### src/rtl/controller_if.sv
// Control bundle between the multi-cycle controller and the accumulator datapath.
// The controller drives every strobe and select; the datapath returns the IR opcode field.
interface controller_if;
    logic [2:0] opcode;
    logic       PCWrite;
    logic       PCWriteCond;
    logic       IorD;
    logic       memRead;
    logic       memWrite;
    logic       IRWrite;
    logic       memToReg;
    logic       accWrite;
    logic       ALUSrcA;
    logic       ALUSrcB;
    logic       PCSrc;
    logic [1:0] ALUFunc;
    logic       halted;
    logic       retire;

    modport master (
        input  opcode,
        output PCWrite, PCWriteCond, IorD, memRead, memWrite, IRWrite,
               memToReg, accWrite, ALUSrcA, ALUSrcB, PCSrc, ALUFunc,
               halted, retire
    );

    modport slave (
        output opcode,
        input  PCWrite, PCWriteCond, IorD, memRead, memWrite, IRWrite,
               memToReg, accWrite, ALUSrcA, ALUSrcB, PCSrc, ALUFunc,
               halted, retire
    );
endinterface

### src/rtl/controller.sv
// Moore FSM sequencing fetch/decode/memory/execute for the 8-opcode accumulator ISA.
// Strobes decode from state (plus opcode in DECODE/EXEC) and are all forced low while rst is high.
module controller (
    input  logic         clk,
    input  logic         rst,
    controller_if.master bus,
    output logic [2:0]   dbg_state
);
    typedef enum logic [2:0] {
        FETCH  = 3'd0,
        DECODE = 3'd1,
        MEMRD  = 3'd2,
        EXEC   = 3'd3,
        MEMWR  = 3'd4,
        HALT   = 3'd5
    } state_t;

    localparam logic [2:0] OP_LDA = 3'b000;
    localparam logic [2:0] OP_STA = 3'b001;
    localparam logic [2:0] OP_ADD = 3'b010;
    localparam logic [2:0] OP_SUB = 3'b011;
    localparam logic [2:0] OP_AND = 3'b100;
    localparam logic [2:0] OP_JMP = 3'b101;
    localparam logic [2:0] OP_JZ  = 3'b110;
    localparam logic [2:0] OP_HLT = 3'b111;

    localparam logic [1:0] FN_ADD  = 2'b00;
    localparam logic [1:0] FN_SUB  = 2'b01;
    localparam logic [1:0] FN_AND  = 2'b10;
    localparam logic [1:0] FN_PASS = 2'b11;

    state_t     state;
    state_t     state_nxt;

    logic       pc_write;
    logic       pc_write_cond;
    logic       ior_d;
    logic       mem_read;
    logic       mem_write;
    logic       ir_write;
    logic       mem_to_reg;
    logic       acc_write;
    logic       alu_src_a;
    logic       alu_src_b;
    logic       pc_src;
    logic [1:0] alu_func;
    logic       halted_s;
    logic       retire_s;

    always_ff @(posedge clk) begin
        if (rst) begin
            state <= FETCH;
        end else begin
            state <= state_nxt;
        end
    end

    always_comb begin
        state_nxt     = FETCH;
        pc_write      = 1'b0;
        pc_write_cond = 1'b0;
        ior_d         = 1'b0;
        mem_read      = 1'b0;
        mem_write     = 1'b0;
        ir_write      = 1'b0;
        mem_to_reg    = 1'b0;
        acc_write     = 1'b0;
        alu_src_a     = 1'b0;
        alu_src_b     = 1'b0;
        pc_src        = 1'b0;
        alu_func      = FN_ADD;
        halted_s      = 1'b0;
        retire_s      = 1'b0;

        case (state)
            FETCH: begin
                // IR <= mem[PC] and PC <= PC + 1 in the same cycle
                mem_read  = 1'b1;
                ir_write  = 1'b1;
                alu_src_b = 1'b1;
                pc_write  = 1'b1;
                state_nxt = DECODE;
            end

            DECODE: begin
                case (bus.opcode)
                    OP_JMP: begin
                        pc_src    = 1'b1;
                        pc_write  = 1'b1;
                        retire_s  = 1'b1;
                        state_nxt = FETCH;
                    end
                    OP_JZ: begin
                        // ACC passes through the ALU so the datapath zero flag gates the PC load
                        alu_src_a     = 1'b1;
                        alu_func      = FN_PASS;
                        pc_src        = 1'b1;
                        pc_write_cond = 1'b1;
                        retire_s      = 1'b1;
                        state_nxt     = FETCH;
                    end
                    OP_STA:  state_nxt = MEMWR;
                    OP_HLT:  state_nxt = HALT;
                    default: state_nxt = MEMRD;
                endcase
            end

            MEMRD: begin
                mem_read  = 1'b1;
                ior_d     = 1'b1;
                state_nxt = EXEC;
            end

            EXEC: begin
                acc_write = 1'b1;
                retire_s  = 1'b1;
                state_nxt = FETCH;
                case (bus.opcode)
                    OP_LDA: mem_to_reg = 1'b1;
                    OP_ADD: begin
                        alu_src_a = 1'b1;
                        alu_func  = FN_ADD;
                    end
                    OP_SUB: begin
                        alu_src_a = 1'b1;
                        alu_func  = FN_SUB;
                    end
                    OP_AND: begin
                        alu_src_a = 1'b1;
                        alu_func  = FN_AND;
                    end
                    default: ;
                endcase
            end

            MEMWR: begin
                mem_write = 1'b1;
                ior_d     = 1'b1;
                retire_s  = 1'b1;
                state_nxt = FETCH;
            end

            HALT: begin
                halted_s  = 1'b1;
                state_nxt = HALT;
            end

            default: state_nxt = FETCH;
        endcase
    end

    // Reset overrides the decode combinationally so nothing leaks out during an abort.
    assign bus.PCWrite     = pc_write      & ~rst;
    assign bus.PCWriteCond = pc_write_cond & ~rst;
    assign bus.IorD        = ior_d         & ~rst;
    assign bus.memRead     = mem_read      & ~rst;
    assign bus.memWrite    = mem_write     & ~rst;
    assign bus.IRWrite     = ir_write      & ~rst;
    assign bus.memToReg    = mem_to_reg    & ~rst;
    assign bus.accWrite    = acc_write     & ~rst;
    assign bus.ALUSrcA     = alu_src_a     & ~rst;
    assign bus.ALUSrcB     = alu_src_b     & ~rst;
    assign bus.PCSrc       = pc_src        & ~rst;
    assign bus.ALUFunc     = rst ? 2'b00 : alu_func;
    assign bus.halted      = halted_s      & ~rst;
    assign bus.retire      = retire_s      & ~rst;

    assign dbg_state = state;
endmodule

### src/flat_wrapper.sv
// flat-port wrapper written by rule: the top's interface ports become plain ports
module controller_flat 
  (clk, rst, dbg_state, bus_opcode, bus_PCWrite, bus_PCWriteCond, bus_IorD, bus_memRead, bus_memWrite, bus_IRWrite, bus_memToReg, bus_accWrite, bus_ALUSrcA, bus_ALUSrcB, bus_PCSrc, bus_ALUFunc, bus_halted, bus_retire);
  controller_if bus_i ();
  input  logic clk;
  input  logic rst;
  output logic [2:0] dbg_state;
  input wire logic [$bits(bus_i.opcode)-1:0] bus_opcode;
  output wire logic [$bits(bus_i.PCWrite)-1:0] bus_PCWrite;
  output wire logic [$bits(bus_i.PCWriteCond)-1:0] bus_PCWriteCond;
  output wire logic [$bits(bus_i.IorD)-1:0] bus_IorD;
  output wire logic [$bits(bus_i.memRead)-1:0] bus_memRead;
  output wire logic [$bits(bus_i.memWrite)-1:0] bus_memWrite;
  output wire logic [$bits(bus_i.IRWrite)-1:0] bus_IRWrite;
  output wire logic [$bits(bus_i.memToReg)-1:0] bus_memToReg;
  output wire logic [$bits(bus_i.accWrite)-1:0] bus_accWrite;
  output wire logic [$bits(bus_i.ALUSrcA)-1:0] bus_ALUSrcA;
  output wire logic [$bits(bus_i.ALUSrcB)-1:0] bus_ALUSrcB;
  output wire logic [$bits(bus_i.PCSrc)-1:0] bus_PCSrc;
  output wire logic [$bits(bus_i.ALUFunc)-1:0] bus_ALUFunc;
  output wire logic [$bits(bus_i.halted)-1:0] bus_halted;
  output wire logic [$bits(bus_i.retire)-1:0] bus_retire;
  assign bus_i.opcode = bus_opcode;
  assign bus_PCWrite = bus_i.PCWrite;
  assign bus_PCWriteCond = bus_i.PCWriteCond;
  assign bus_IorD = bus_i.IorD;
  assign bus_memRead = bus_i.memRead;
  assign bus_memWrite = bus_i.memWrite;
  assign bus_IRWrite = bus_i.IRWrite;
  assign bus_memToReg = bus_i.memToReg;
  assign bus_accWrite = bus_i.accWrite;
  assign bus_ALUSrcA = bus_i.ALUSrcA;
  assign bus_ALUSrcB = bus_i.ALUSrcB;
  assign bus_PCSrc = bus_i.PCSrc;
  assign bus_ALUFunc = bus_i.ALUFunc;
  assign bus_halted = bus_i.halted;
  assign bus_retire = bus_i.retire;
  controller u_core (.clk(clk), .rst(rst), .bus(bus_i), .dbg_state(dbg_state));
endmodule
### config.mk
export PLATFORM = sky130hd
export DESIGN_NAME = controller_flat
export DESIGN_NICKNAME = d
export VERILOG_FILES = /design/src/rtl/controller_if.sv /design/src/rtl/controller.sv /design/src/flat_wrapper.sv
export SDC_FILE = /design/constraint.sdc
export NUM_CORES = 1
export LEC_CHECK = 0
export ABC_AREA = 1
export CORE_AREA = 2 2 39 41
export CTS_CLUSTER_SIZE = 12
export DETAILED_ROUTE_END_ITERATION = 16
export DIE_AREA = 0 0 41 43
export GPL_TIMING_DRIVEN = 1
export PLACE_DENSITY = 0.68
export SLEW_MARGIN = 20
export SYNTH_ARGS = -nofsm -noshare
export SYNTH_HDL_FRONTEND = slang
export SYNTH_SLANG_ARGS = --single-unit
### constraint.sdc
create_clock -name clk -period 1.5 [get_ports clk]
set_clock_uncertainty 0.1 [all_clocks]
set_input_delay 0.3 -clock clk [delete_from_list [all_inputs] [get_ports clk]]
set_output_delay 0.3 -clock clk [all_outputs]
set_load 0.02 [all_outputs]
**The metal 1 layer**

Cells faint in the background.
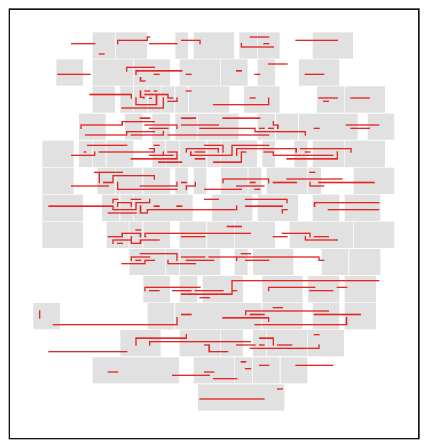
wire length on this layer	530 µm
longest straight run	14.7 µm
nets with wire on the layer	87
share of all routed wire	38%
main direction	horizontal

**M2 wires**

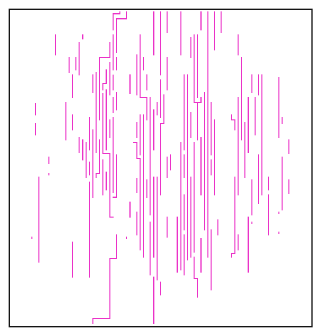
main direction	vertical
share of all routed wire	55%
nets with wire on the layer	101
longest straight run	33.4 µm

==> flow_metrics.py <==
# Flow results
metrics = {
    "run_status": {
        "failed_checks": "negative setup slack",
        "outcome": "complete, but fails checks",
    },
    "yosys": {
        "synth.most_common_cell": "nand2_1",
        "edf_count": 0,
        "yosys.area.top_type_share_pct": 20.1,
        "number_of_register_bits_inferred_by_synthesis": 3,
        "post_synth_inst_count": 58,
        "syn-mean-instance-area_um2": 5.48,
        "yosys.area.top_type": "nand2_1",
        "yosys.stat.seqShare_pct": 18.9,
        "yosysCellCount": 58,
        "yosys-stat-area_um2": 318,
        "netlist_area_pre_place_um2": 318,
        "area_leaders": "nand2_1 (20%), dfxtp_1 (19%), nand3_1 (13%)",
        "asyncSetResetFlopFracSynth_pct": 0,
        "synth_warnings": 0,
        "yosys.cell_types.count": 17,
        "synth_top_flop_cell": "dfxtp_1",
        "fp_nets": 63,
        "netlist_top_cells_count": "nand2_1 (17), nand3_1 (8), inv_1 (7), nor2_1 (7), a21oi_1 (4)",
    },
    "die": {
        "core_area_um2": 1380,
        "vertical_die_dimension_um": 43,
        "rows": 14,
        "top_level_ports": 23,
        "die_x_um": 41,
        "fp_util_pct": 23.0,
        "fp.dieArea_um2": 1760,
    },
    "worst_setup_path": {
        "end_kind": "output port",
        "largest_driver_fanout_on_the_critical_path": 4,
        "critPathRequiredTime_ns": 1.10,
        "crit_end": "bus_memToReg",
        "worstSetupStartpointType": "flip-flop",
        "cp_cell_sequence": "nor3_4 -> buf_6 -> buf_6 -> nand2_2 -> nor2_2 -> buf_6",
        "rr_endpoint": "u_core.dbg_state[2]",
        "r2r-start": "u_core.dbg_state[0]",
        "cpMaxStageDelayCell": "dfxtp_4",
        "worstSetupPathType": "reg -> out",
        "crit_top_cell": "buf_6",
        "timing.critical_path.from": "u_core.dbg_state[2]",
        "path_buffers": 3,
        "reg2reg_depth": 6,
        "timing.critical_path.depth": 6,
        "cp.arrival_ns": 1.32,
        "r2r_slack_ns": 0.36,
        "timing.critical_path.slowest_cell_delay_ns": 0.36,
        "critPathTopFamily": "simple AND/OR/NAND/NOR gates",
    },
    "grt": {
        "grt_antenna_before_repair": 0,
        "grt_pass1_wl_um": 2040,
        "grt_pass1_vias": 513,
        "grt_overflow": 0,
        "maximum_number_of_pins_on_one_net_before_global_route_repair": 6,
        "global_route.usage.total_pct": 16.8,
    },
    "power_and_ir_drop": {
        "worst_ir_drop_vdd_uv": 581,
        "total_power_uw": 461,
        "leakage_uw": 0.000461,
        "power_density_nw_per_um2": 517,
    },
    "cells_and_area": {
        "finalCoreUtilization_pct": 64.6,
        "regArea_um2": 71.3,
        "layout-drive-gt1-share_pct": 68.6,
        "area_overhead_of_the_layout_relative_to_synthesis_pct": 181,
        "number_of_fillers_in_the_final_layout": 124,
        "largest_reg_flops": 3,
        "final_cell_area_um2": 893,
        "n_antenna_cell": 0,
        "layoutNonFillerInstCount": 121,
        "layout.area.comb_um2": 325,
        "nNetsFinal": 111,
    },
    "timing": {
        "hold_viol": 0,
        "setup-violations-final": 14,
        "drv_slew": 0,
        "maxSlewHeadroom_pct": 85.4,
        "maxClockFrequency_mhz": 582,
        "fin_crit_sh_pct": 115,
        "setup_total_negative_slack_ns": -1.36,
        "rsz0062_at_grt": "true",
        "time_the_final_worst_path_needs_with_i_o_delays_and_setup_ns": 1.72,
        "slew_of_the_pin_with_the_lowest_slew_margin_ns": 0.219,
        "timing.final.ws_setup_ns": -0.219,
        "whs_ns": 0.490,
    },
    "placed_design": {
        "numPortBuffers": 22,
        "post-place-cells": 109,
        "placed_cell_area_um2": 672,
        "dpl_worst_slack_ns": -0.790,
        "detail_placement_hpwl_um": 850,
        "place_congestion": 0.776,
    },
    "route": {
        "first_pass_iters": 5,
        "finalWirelength_um": 1400,
        "detail-route-antenna-nets": 0,
        "drc": 0,
        "wire_per_inst_um": 11.6,
        "dr_total_vias": 555,
        "detail_route.iter0.violations": 12,
        "via_per_inst": 4.59,
    },
    "hold_path": {
        "min-delay-path-class": "in -> reg",
        "holdCritStartpoint": "bus_opcode[2]",
        "cells_on_worst_hold_path": 3,
        "timing.hold.worst_endpoint": "u_core.dbg_state[2]",
    },
    "clock_network": {
        "cts_hold_buf": 0,
        "clk_pin_slew_ns": 0.04,
        "clock_sink_count": 3,
        "cts-root-buf": "clkbuf_4",
        "cts-htree-levels": 1,
        "tritoncts": "built",
        "clock_latency_ns": 0.23,
        "postCtsSetupBuffers": 5,
        "postCtsResizedCells": 99,
        "cts_max_path_buffers": 2,
        "cts_made_buffers": 3,
    },
    "flow_run": {
        "warnings": 29,
        "maxCapViolations": 0,
    },
}
**The metal 3 layer**

Cells faint in the background.
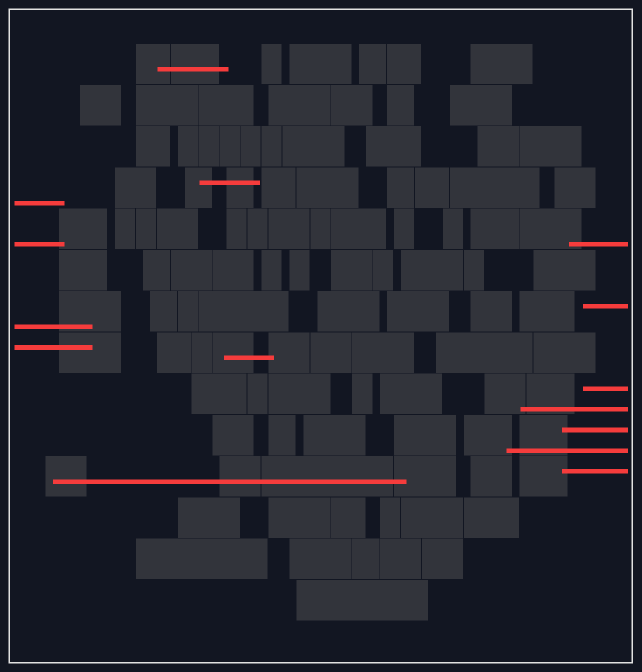
wire length on this layer	81.1 µm
main direction	horizontal

-- cells in the final DEF (no fill, tap or decap) --
| cell type | n |
|---|---|
| nand3b_1 | 1 |
| nand3_4 | 1 |
| dfxtp_4 | 3 |
| buf_4 | 17 |
| nor2_1 | 2 |
| a21oi_2 | 1 |
| nor3_4 | 2 |
| dlygate4sd2_1 | 6 |
| clkdlybuf4s15_1 | 1 |
| o21ai_1 | 1 |
| inv_1 | 2 |
| clkbuf_1 | 1 |
| nand3_2 | 5 |
| nand2_2 | 2 |
| inv_2 | 5 |
| clkbuf_4 | 3 |
| buf_6 | 18 |
| a31oi_1 | 1 |
| a21oi_1 | 3 |
| nand2_1 | 12 |
| nor2_2 | 2 |
| nor2_4 | 4 |
| nand3_1 | 3 |
| nand2_4 | 4 |
| buf_2 | 2 |
| inv_4 | 2 |
| inv_6 | 1 |
-- report_power, final --
part	switching [µW]	leakage (µW)	internal, µW	total (µW)
logic	121	0.000419	103	224
registers	9.56	0.0000267	84.1	93.7
clock network	44.1	0.0000150	99.8	144
-- cells by family (layout without fill, tap and decap cells) --
| family | after synthesis | count (layout) | share of synthesized area (%) |
|---|---|---|---|
| flip-flops | 3 | 3 | 18.9 |
| AND-OR/OR-AND | 6 | 6 | 9.84 |
| AND/OR/NAND/NOR | 38 | 38 | 57.1 |
| buffers and inverters | 11 | 58 | 14.2 |
-- area by class of cell --
type,count,share of cell area (%)
repair buffers,44,45.1
inverters,10,5.32
multi-input cells,44,36.4
well taps,16,2.24
flip-flops and latches,3,7.98
clock buffers,4,2.94
-- layer usage --
layer	part of all wire, %	GRT usage, %
met4	1.4	4.00
met2	55	27.2
met5	0	0
met3	5.8	6.81
met1	38	19.8
No activity file was given, so power comes from the tool's default toggle rates.
